### config.mk
export PLATFORM = sky130hd
export DESIGN_NAME = axis_pkt_gen_flat
export DESIGN_NICKNAME = d
export VERILOG_FILES = /design/src/rtl/axis_pkt_gen_pkg.sv /design/src/rtl/axis_pkt_gen_if.sv /design/src/rtl/prbs31_gen.sv /design/src/rtl/axis_pkt_gen.sv /design/src/flat_wrapper.sv
export SDC_FILE = /design/constraint.sdc
export NUM_CORES = 1
export LEC_CHECK = 0
export CAP_MARGIN = 20
export CORE_MARGIN = 3
export CORE_UTILIZATION = 47
export DETAILED_ROUTE_END_ITERATION = 10
export GPL_TIMING_DRIVEN = 0
export HOLD_SLACK_MARGIN = 0.02
export PLACE_DENSITY = 0.83
export SYNTH_ARGS = -nofsm -noshare
export SYNTH_HDL_FRONTEND = slang
export SYNTH_HIERARCHICAL = 1
export SYNTH_SLANG_ARGS = --single-unit
### constraint.sdc
create_clock -name clk -period 3.5 [get_ports clk]
set_input_delay 0.7 -clock clk [delete_from_list [all_inputs] [get_ports clk]]
set_output_delay 0.7 -clock clk [all_outputs]
set_load 0.01 [all_outputs]
### src/rtl/axis_pkt_gen_pkg.sv
// Shared types and constants for the AXI4-Stream packet generator.
//   state_e      : generator FSM state encoding
//   PRBS31_TAPS  : feedback taps of x^31 + x^28 + 1 over a 31-bit shift state
package axis_pkt_gen_pkg;

  typedef enum logic [1:0] {
    IDLE = 2'd0,
    SEND = 2'd1,
    GAP  = 2'd2
  } state_e;

  // Bits 30 and 27 of the shift state feed back (x^31 and x^28 terms).
  localparam logic [30:0] PRBS31_TAPS = 31'h4800_0000;

endpackage

### src/rtl/axis_pkt_gen_if.sv
// AXI4-Stream bundle driven by the packet generator.
//   tdata/tkeep/tvalid/tlast : master -> slave
//   tready                   : slave -> master
interface axis_pkt_gen_if #(
  parameter int unsigned DATA_WIDTH = 64
);
  localparam int unsigned BYTES = DATA_WIDTH / 8;

  logic [DATA_WIDTH-1:0] tdata;
  logic [BYTES-1:0]      tkeep;
  logic                  tvalid;
  logic                  tlast;
  logic                  tready;

  modport master (output tdata, tkeep, tvalid, tlast, input tready);
  modport slave  (input tdata, tkeep, tvalid, tlast, output tready);
endinterface

### src/rtl/prbs31_gen.sv
// PRBS-31 word generator (x^31 + x^28 + 1), DATA_WIDTH bits per step.
//   clk, rst : clock, synchronous active-high reset
//   load     : reseed from seed (0 replaced by 1); data reflects the new seed
//   seed     : 32-bit seed, only the low 31 bits form the state
//   advance  : consume the current word
//   data     : word produced from the current (or loading) state, bit 0 first
module prbs31_gen
  import axis_pkt_gen_pkg::*;
#(
  parameter int unsigned DATA_WIDTH = 64
) (
  input  logic                  clk,
  input  logic                  rst,
  input  logic                  load,
  input  logic [31:0]           seed,
  input  logic                  advance,
  output logic [DATA_WIDTH-1:0] data
);

  logic [30:0] state_q;
  logic [30:0] cur_c;
  logic [30:0] nxt_c;
  logic        fb_c;
  logic        unused_seed_msb;

  assign unused_seed_msb = seed[31];

  // Word for the current state and the state after emitting it.
  always_comb begin
    fb_c  = 1'b0;
    cur_c = state_q;
    if (load) begin
      cur_c = (seed[30:0] == '0) ? 31'd1 : seed[30:0];
    end
    nxt_c = cur_c;
    data  = '0;
    for (int i = 0; i < int'(DATA_WIDTH); i++) begin
      fb_c    = ^(nxt_c & PRBS31_TAPS);
      data[i] = fb_c;
      nxt_c   = {nxt_c[29:0], fb_c};
    end
  end

  always_ff @(posedge clk) begin
    if (rst) begin
      state_q <= 31'd1;
    end else if (load || advance) begin
      state_q <= nxt_c;
    end
  end

endmodule

### src/rtl/axis_pkt_gen.sv
// AXI4-Stream packet generator: emits pkt_num packets of pkt_len bytes with
// gap idle cycles between them, honouring tready backpressure.
//   clk, rst           : clock, synchronous active-high reset
//   start, stop        : run request (config latched) / graceful abort
//   pkt_len/num, gap   : run configuration; seed for the PRBS payload
//   busy, done, cfg_err: run status; pkt_sent counts completed packets
//   m_axis             : stream master (axis_pkt_gen_if.master)
// Build option AXIS_PKT_GEN_PRBS_EN: PRBS-31 payload instead of the
// {packet index, beat index} counter pattern.
module axis_pkt_gen
  import axis_pkt_gen_pkg::*;
#(
  parameter int unsigned DATA_WIDTH = 64,
  parameter int unsigned LEN_WIDTH  = 16,
  parameter int unsigned CNT_WIDTH  = 16,
  parameter int unsigned GAP_WIDTH  = 8
) (
  input  logic                 clk,
  input  logic                 rst,
  input  logic                 start,
  input  logic                 stop,
  input  logic [LEN_WIDTH-1:0] pkt_len,
  input  logic [CNT_WIDTH-1:0] pkt_num,
  input  logic [GAP_WIDTH-1:0] gap,
  input  logic [31:0]          seed,
  output logic                 busy,
  output logic                 done,
  output logic                 cfg_err,
  output logic [CNT_WIDTH-1:0] pkt_sent,
  axis_pkt_gen_if.master       m_axis
);

  localparam int unsigned BYTES = DATA_WIDTH / 8;
  localparam int unsigned BSH   = $clog2(BYTES);
  localparam int unsigned HALF  = DATA_WIDTH / 2;

  state_e                state_q, state_d;
  logic [LEN_WIDTH-1:0]  len_q, len_d, beat_q, beat_d;
  logic [CNT_WIDTH-1:0]  num_q, num_d, sent_q, sent_d;
  logic [GAP_WIDTH-1:0]  gap_q, gap_d, gcnt_q, gcnt_d;
  logic                  stop_q, stop_d, busy_q, busy_d;
  logic                  done_q, done_d, err_q, err_d;
  logic                  valid_q, valid_d, last_q, last_d;
  logic [BYTES-1:0]      keep_q, keep_d;
  logic [DATA_WIDTH-1:0] data_q, data_d;

  // Beat to be presented on the next cycle, when present_c is set.
  logic                  present_c, load_c, adv_c, accept_c;
  logic [LEN_WIDTH-1:0]  pres_len_c, pres_beat_c, last_idx_c;
  logic [CNT_WIDTH-1:0]  pres_pkt_c;
  logic [BSH-1:0]        rem_c;
  logic [DATA_WIDTH-1:0] word_c;

  assign accept_c = valid_q & m_axis.tready;
  assign adv_c    = present_c & ~load_c;

`ifdef AXIS_PKT_GEN_PRBS_EN
  logic unused_cnt;
  assign unused_cnt = ^pres_pkt_c;

  prbs31_gen #(.DATA_WIDTH(DATA_WIDTH)) u_prbs (
    .clk     (clk),
    .rst     (rst),
    .load    (load_c),
    .seed    (seed),
    .advance (adv_c),
    .data    (word_c)
  );
`else
  logic unused_prbs;
  assign unused_prbs = ^{seed, load_c, adv_c};
  assign word_c = {HALF'(pres_pkt_c), HALF'(pres_beat_c)};
`endif

  // Next-state and run control.
  always_comb begin
    state_d     = state_q;
    len_d       = len_q;
    num_d       = num_q;
    gap_d       = gap_q;
    gcnt_d      = gcnt_q;
    beat_d      = beat_q;
    sent_d      = sent_q;
    stop_d      = stop_q;
    busy_d      = busy_q;
    valid_d     = valid_q;
    done_d      = 1'b0;
    err_d       = 1'b0;
    present_c   = 1'b0;
    load_c      = 1'b0;
    pres_len_c  = len_q;
    pres_pkt_c  = sent_q;
    pres_beat_c = '0;
    case (state_q)
      IDLE: begin
        if (start) begin
          if (pkt_len == '0 || pkt_num == '0) begin
            err_d = 1'b1;
          end else begin
            state_d    = SEND;
            len_d      = pkt_len;
            num_d      = pkt_num;
            gap_d      = gap;
            sent_d     = '0;
            beat_d     = '0;
            stop_d     = 1'b0;
            busy_d     = 1'b1;
            valid_d    = 1'b1;
            present_c  = 1'b1;
            load_c     = 1'b1;
            pres_len_c = pkt_len;
            pres_pkt_c = '0;
          end
        end
      end
      SEND: begin
        if (stop) stop_d = 1'b1;
        if (accept_c) begin
          if (last_q) begin
            sent_d = sent_q + CNT_WIDTH'(1);
            if (sent_d == num_q || stop_d) begin
              done_d  = 1'b1;
              busy_d  = 1'b0;
              valid_d = 1'b0;
              state_d = IDLE;
            end else if (gap_q == '0) begin
              beat_d     = '0;
              present_c  = 1'b1;
              pres_pkt_c = sent_d;
            end else begin
              valid_d = 1'b0;
              gcnt_d  = gap_q;
              state_d = GAP;
            end
          end else begin
            beat_d      = beat_q + LEN_WIDTH'(1);
            present_c   = 1'b1;
            pres_beat_c = beat_d;
          end
        end
      end
      GAP: begin
        if (stop) begin
          stop_d  = 1'b1;
          done_d  = 1'b1;
          busy_d  = 1'b0;
          state_d = IDLE;
        end else if (gcnt_q == GAP_WIDTH'(1)) begin
          state_d   = SEND;
          valid_d   = 1'b1;
          beat_d    = '0;
          present_c = 1'b1;
        end else begin
          gcnt_d = gcnt_q - GAP_WIDTH'(1);
        end
      end
      default: state_d = IDLE;
    endcase
  end

  // Beat formatting: tlast on the final beat, partial tkeep, masked bytes.
  always_comb begin
    last_idx_c = (pres_len_c - LEN_WIDTH'(1)) >> BSH;
    rem_c      = pres_len_c[BSH-1:0];
    last_d     = last_q;
    keep_d     = keep_q;
    data_d     = data_q;
    if (present_c) begin
      last_d = (pres_beat_c == last_idx_c);
      for (int i = 0; i < int'(BYTES); i++) begin
        keep_d[i]       = !last_d || (rem_c == '0) || (BSH'(i) < rem_c);
        data_d[i*8 +: 8] = keep_d[i] ? word_c[i*8 +: 8] : 8'h00;
      end
    end else if (!valid_d) begin
      last_d = 1'b0;
      keep_d = '0;
      data_d = '0;
    end
  end

  always_ff @(posedge clk) begin
    if (rst) begin
      state_q <= IDLE;
      len_q   <= '0;
      num_q   <= '0;
      gap_q   <= '0;
      gcnt_q  <= '0;
      beat_q  <= '0;
      sent_q  <= '0;
      stop_q  <= 1'b0;
      busy_q  <= 1'b0;
      done_q  <= 1'b0;
      err_q   <= 1'b0;
      valid_q <= 1'b0;
      last_q  <= 1'b0;
      keep_q  <= '0;
      data_q  <= '0;
    end else begin
      state_q <= state_d;
      len_q   <= len_d;
      num_q   <= num_d;
      gap_q   <= gap_d;
      gcnt_q  <= gcnt_d;
      beat_q  <= beat_d;
      sent_q  <= sent_d;
      stop_q  <= stop_d;
      busy_q  <= busy_d;
      done_q  <= done_d;
      err_q   <= err_d;
      valid_q <= valid_d;
      last_q  <= last_d;
      keep_q  <= keep_d;
      data_q  <= data_d;
    end
  end

  assign busy          = busy_q;
  assign done          = done_q;
  assign cfg_err       = err_q;
  assign pkt_sent      = sent_q;
  assign m_axis.tdata  = data_q;
  assign m_axis.tkeep  = keep_q;
  assign m_axis.tvalid = valid_q;
  assign m_axis.tlast  = last_q;

endmodule

### src/flat_wrapper.sv
// flat-port wrapper written by rule: the top's interface ports become plain ports
module axis_pkt_gen_flat import axis_pkt_gen_pkg::*;
#(
  parameter int unsigned DATA_WIDTH = 64,
  parameter int unsigned LEN_WIDTH  = 16,
  parameter int unsigned CNT_WIDTH  = 16,
  parameter int unsigned GAP_WIDTH  = 8
)
  (clk, rst, start, stop, pkt_len, pkt_num, gap, seed, busy, done, cfg_err, pkt_sent, m_axis_tdata, m_axis_tkeep, m_axis_tvalid, m_axis_tlast, m_axis_tready);
  axis_pkt_gen_if #(.DATA_WIDTH(DATA_WIDTH)) m_axis_i ();
  input  logic clk;
  input  logic rst;
  input  logic start;
  input  logic stop;
  input  logic [LEN_WIDTH-1:0] pkt_len;
  input  logic [CNT_WIDTH-1:0] pkt_num;
  input  logic [GAP_WIDTH-1:0] gap;
  input  logic [31:0] seed;
  output logic busy;
  output logic done;
  output logic cfg_err;
  output logic [CNT_WIDTH-1:0] pkt_sent;
  output wire logic [$bits(m_axis_i.tdata)-1:0] m_axis_tdata;
  output wire logic [$bits(m_axis_i.tkeep)-1:0] m_axis_tkeep;
  output wire logic [$bits(m_axis_i.tvalid)-1:0] m_axis_tvalid;
  output wire logic [$bits(m_axis_i.tlast)-1:0] m_axis_tlast;
  input wire logic [$bits(m_axis_i.tready)-1:0] m_axis_tready;
  assign m_axis_tdata = m_axis_i.tdata;
  assign m_axis_tkeep = m_axis_i.tkeep;
  assign m_axis_tvalid = m_axis_i.tvalid;
  assign m_axis_tlast = m_axis_i.tlast;
  assign m_axis_i.tready = m_axis_tready;
  axis_pkt_gen #(.DATA_WIDTH(DATA_WIDTH), .LEN_WIDTH(LEN_WIDTH), .CNT_WIDTH(CNT_WIDTH), .GAP_WIDTH(GAP_WIDTH)) u_core (.clk(clk), .rst(rst), .start(start), .stop(stop), .pkt_len(pkt_len), .pkt_num(pkt_num), .gap(gap), .seed(seed), .busy(busy), .done(done), .cfg_err(cfg_err), .pkt_sent(pkt_sent), .m_axis(m_axis_i));
endmodule
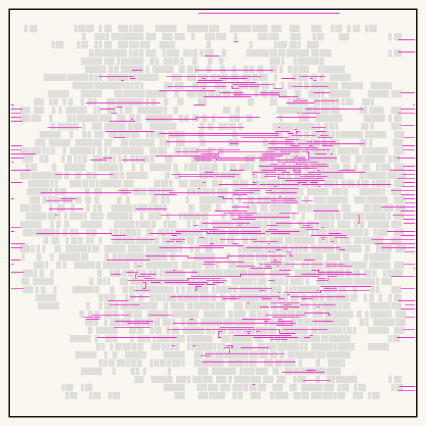
met3.png
(3 px per um) Cells faint in the background.
longest straight run = 46.7 um
share of all routed wire = 11%
wire length on this layer = 3100 um
nets with wire on the layer = 265

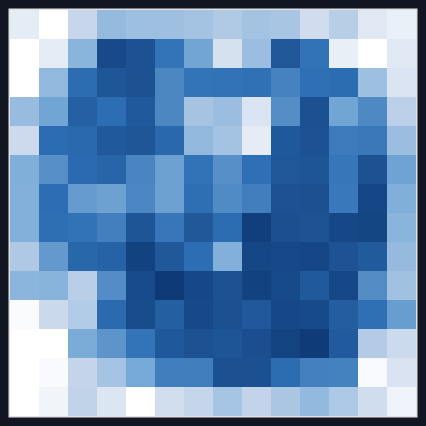
density.png
(3 px per um) 14 x 14 tiles, from white (low) to dark blue (high), 0 to 100% covered.
nearly empty tiles = 4.6%
fullest tile = 96%
emptiest ninth of the die = lower left
mean over tiles = 57%
tiles over 75% full = 37%
standard cell core area: 0.0161 mm^2
final core utilization: 0.668
FP Util: 0.488

==> changes_impl.md <==
### Implementation results

- Status: finished, violations left
- Violations in the final reports: setup timing
- Number of inserted filler cells in the final layout: 1320
- Number of top-level design ports: 170
- Finish-stage setup viols: 12
- Netlist area before placement: 0.00787 mm^2
- Clock buffers created by TritonCTS: 17
- Yosys warnings: 6
- Main flop type: sky130_fd_sc_hd__dfxtp_1
- Number of distinct library cells after synthesis: 69
- Clock Tree Root: sky130_fd_sc_hd__clkbuf_16
- Critical path capture point type: flip-flop
- Wire length per cell: approximately 20 um
- Number of H-tree branching levels: 4
- Antenna-violating nets left: 0
- Time the worst path needs with I/O delays and setup: about 3.6 ns
- Final hold slack: 0.447 ns
- Final antenna diode count: 0
- Sequential cell area: about 0.0026 mm^2
- Total number of clock tree sinks: between 100 and 150
- Logic area: 0.00523 mm^2
- # DRC: 0
- Largest combinational cell category by area: simple AND/OR/NAND/NOR gates
- Startpoint-to-endpoint class of the critical path: in2reg
- Area growth from synthesis to layout: 36.9%
- Final WS setup: -0.0950 ns
- Leakage Power: between 0.003 and 0.004 uW
- Drt initial violations: 1360
- Detailed-router iteration count before antenna repair: 6
- GRT Overall Usage: 0.292
- Number of enable flip-flop cells: 0
- Final hold violation count: 0
- Hold/Removal Path Class: reg2reg
- Hold bufs inserted after CTS: 0
- GP Congestion: 0.995
- Die height: 135 um
- Most frequent cell on the critical path: sky130_fd_sc_hd__buf_4
- Max-slew violations: 0
- Top cell type's share of synthesized area: 0.326
- Power density cells: 553 mW/mm^2
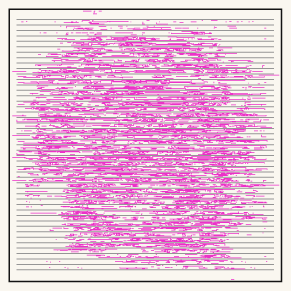
met1.png
(2 px per um) Supply wires on this layer in gray.
share of all routed wire = 41%
nets with wire on the layer = 1184
longest straight run = 42.8 um
wire length on this layer = 11700 um
main direction = horizontal
overall via count from detail_route: 9011
total wirelength of the detailed-routed design: 28600 um

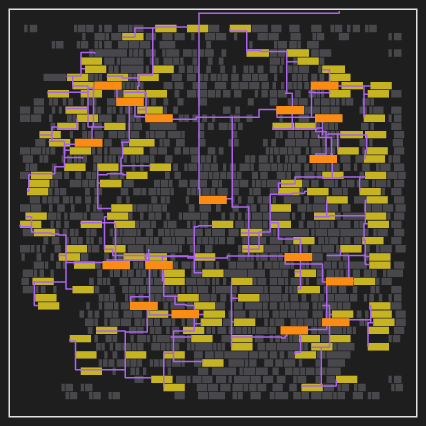
clock_map.png
(3 px per um)
orange -> cells driving clock nets  # count 17
yellow -> flip-flops  # count 128
purple -> clock wires  # length 1650 um
routed clock nets = 18
flops lie = widely spread
power share of the clock group: 0.313
insertion delay of the later-clocked pin in the worst-skew pair: 0.43 ns
clock skew: 0.00871 ns
power of the clock network: 1860 uW

-- path summary, 6_finish.rpt --
path,start,slack (ns),endpoint,cells past startpoint
max reg2reg,u_core/pkt_sent[2],-0.1,u_core/m_axis.tdata[45],12
max,pkt_num[15],-0.1,u_core/m_axis.tdata[47],12
min,u_core/m_axis.tdata[8],0.45,u_core/m_axis.tdata[8],2
min reg2reg,u_core/m_axis.tdata[8],0.45,u_core/m_axis.tdata[8],2
-- worst max-delay path: cells and delay by family --
kind,cells,cell delay [ns]
AND/OR/NAND/NOR,3,0.96
buffers and inverters,4,1.06
multiplexers,1,0.12
AND-OR/OR-AND,4,1.05
-- logic make-up after synthesis --
family,after synthesis
simple gates,442
compound gates,277
flops,128
buf+inv,123
xor+xnor,43
mux,22
fa+ha+maj,8
other cells,1
-- metal layers --
layer	track usage	share of wire
met4	0.0913	0.034
met1	0.422	0.41
met5	0	0
met3	0.0539	0.11
met2	0.442	0.45
-- power breakdown --
part           leakage, uW  internal, uW  switching (uW)  total (uW)
clock             0.000295          1180             686        1860
combinational      0.00262           929            1420        2350
sequential         0.00104          1600             141        1740
-- cells in the mapped netlist, drive strengths merged, types with 8 or more instances --
cell type	instances
a22o	8
nor2	87
or3	9
nand4	16
and4	9
a21oi	91
o31ai	21
xor2	16
buf	50
nand3	32
dfxtp	128
nor4	32
or4	11
ha	8
mux2i	20
a31oi	19
and2	9
inv	17
clkbuf	56
o21ai	59
and3	13
xnor2	27
nor3	33
nand2	153
nand2b	13
-- flip-flops by register name, summed over array words and instances, names as in the netlist, 2 cells and up --
register and count:
u_core/m_axis.tkeep 8, u_core/m_axis.tdata 32, u_core/len_q 16, u_core/state_q 2, u_core/pkt_sent 16, u_core/beat_q 16
u_core/gcnt_q 8, u_core/gap_q 8, u_core/num_q 16
-- timing repair --
item / 4_1_cts / 5_1_grt
resized: 91 / 103
setup buffers: 14 / 24
setup endpoints to repair: 111 / 61
pin swaps: 25 / 33
cloned: 2 / 0
-- per-stage QoR --
| stage | power [uW] | instances | cell area (um^2) | util |
|---|---|---|---|---|
| finish | 5960 | 1461 | 10800 | 0.668 |
| global route | 6200 | 1461 | 10800 | 0.668 |
| CTS | 5670 | 1440 | 10300 | 0.638 |
| detailed placement | 3650 | 1396 | 9340 | 0.580 |
| global placement | 3610 | 1395 | 9340 | 0.579 |
| floorplan | 3060 | 1075 | 8020 | - |
-- final cells by class --
type	count	share of cell area
multi-input cells	824	0.486
flip-flops and latches	128	0.239
repair buffers	146	0.130
plain buffers	98	0.0560
clock buffers	20	0.0433
well taps	216	0.0251
clock inverters	12	0.0145
inverters	17	0.00593
Power figures rest on the tool's default switching activity, not on a simulated workload.
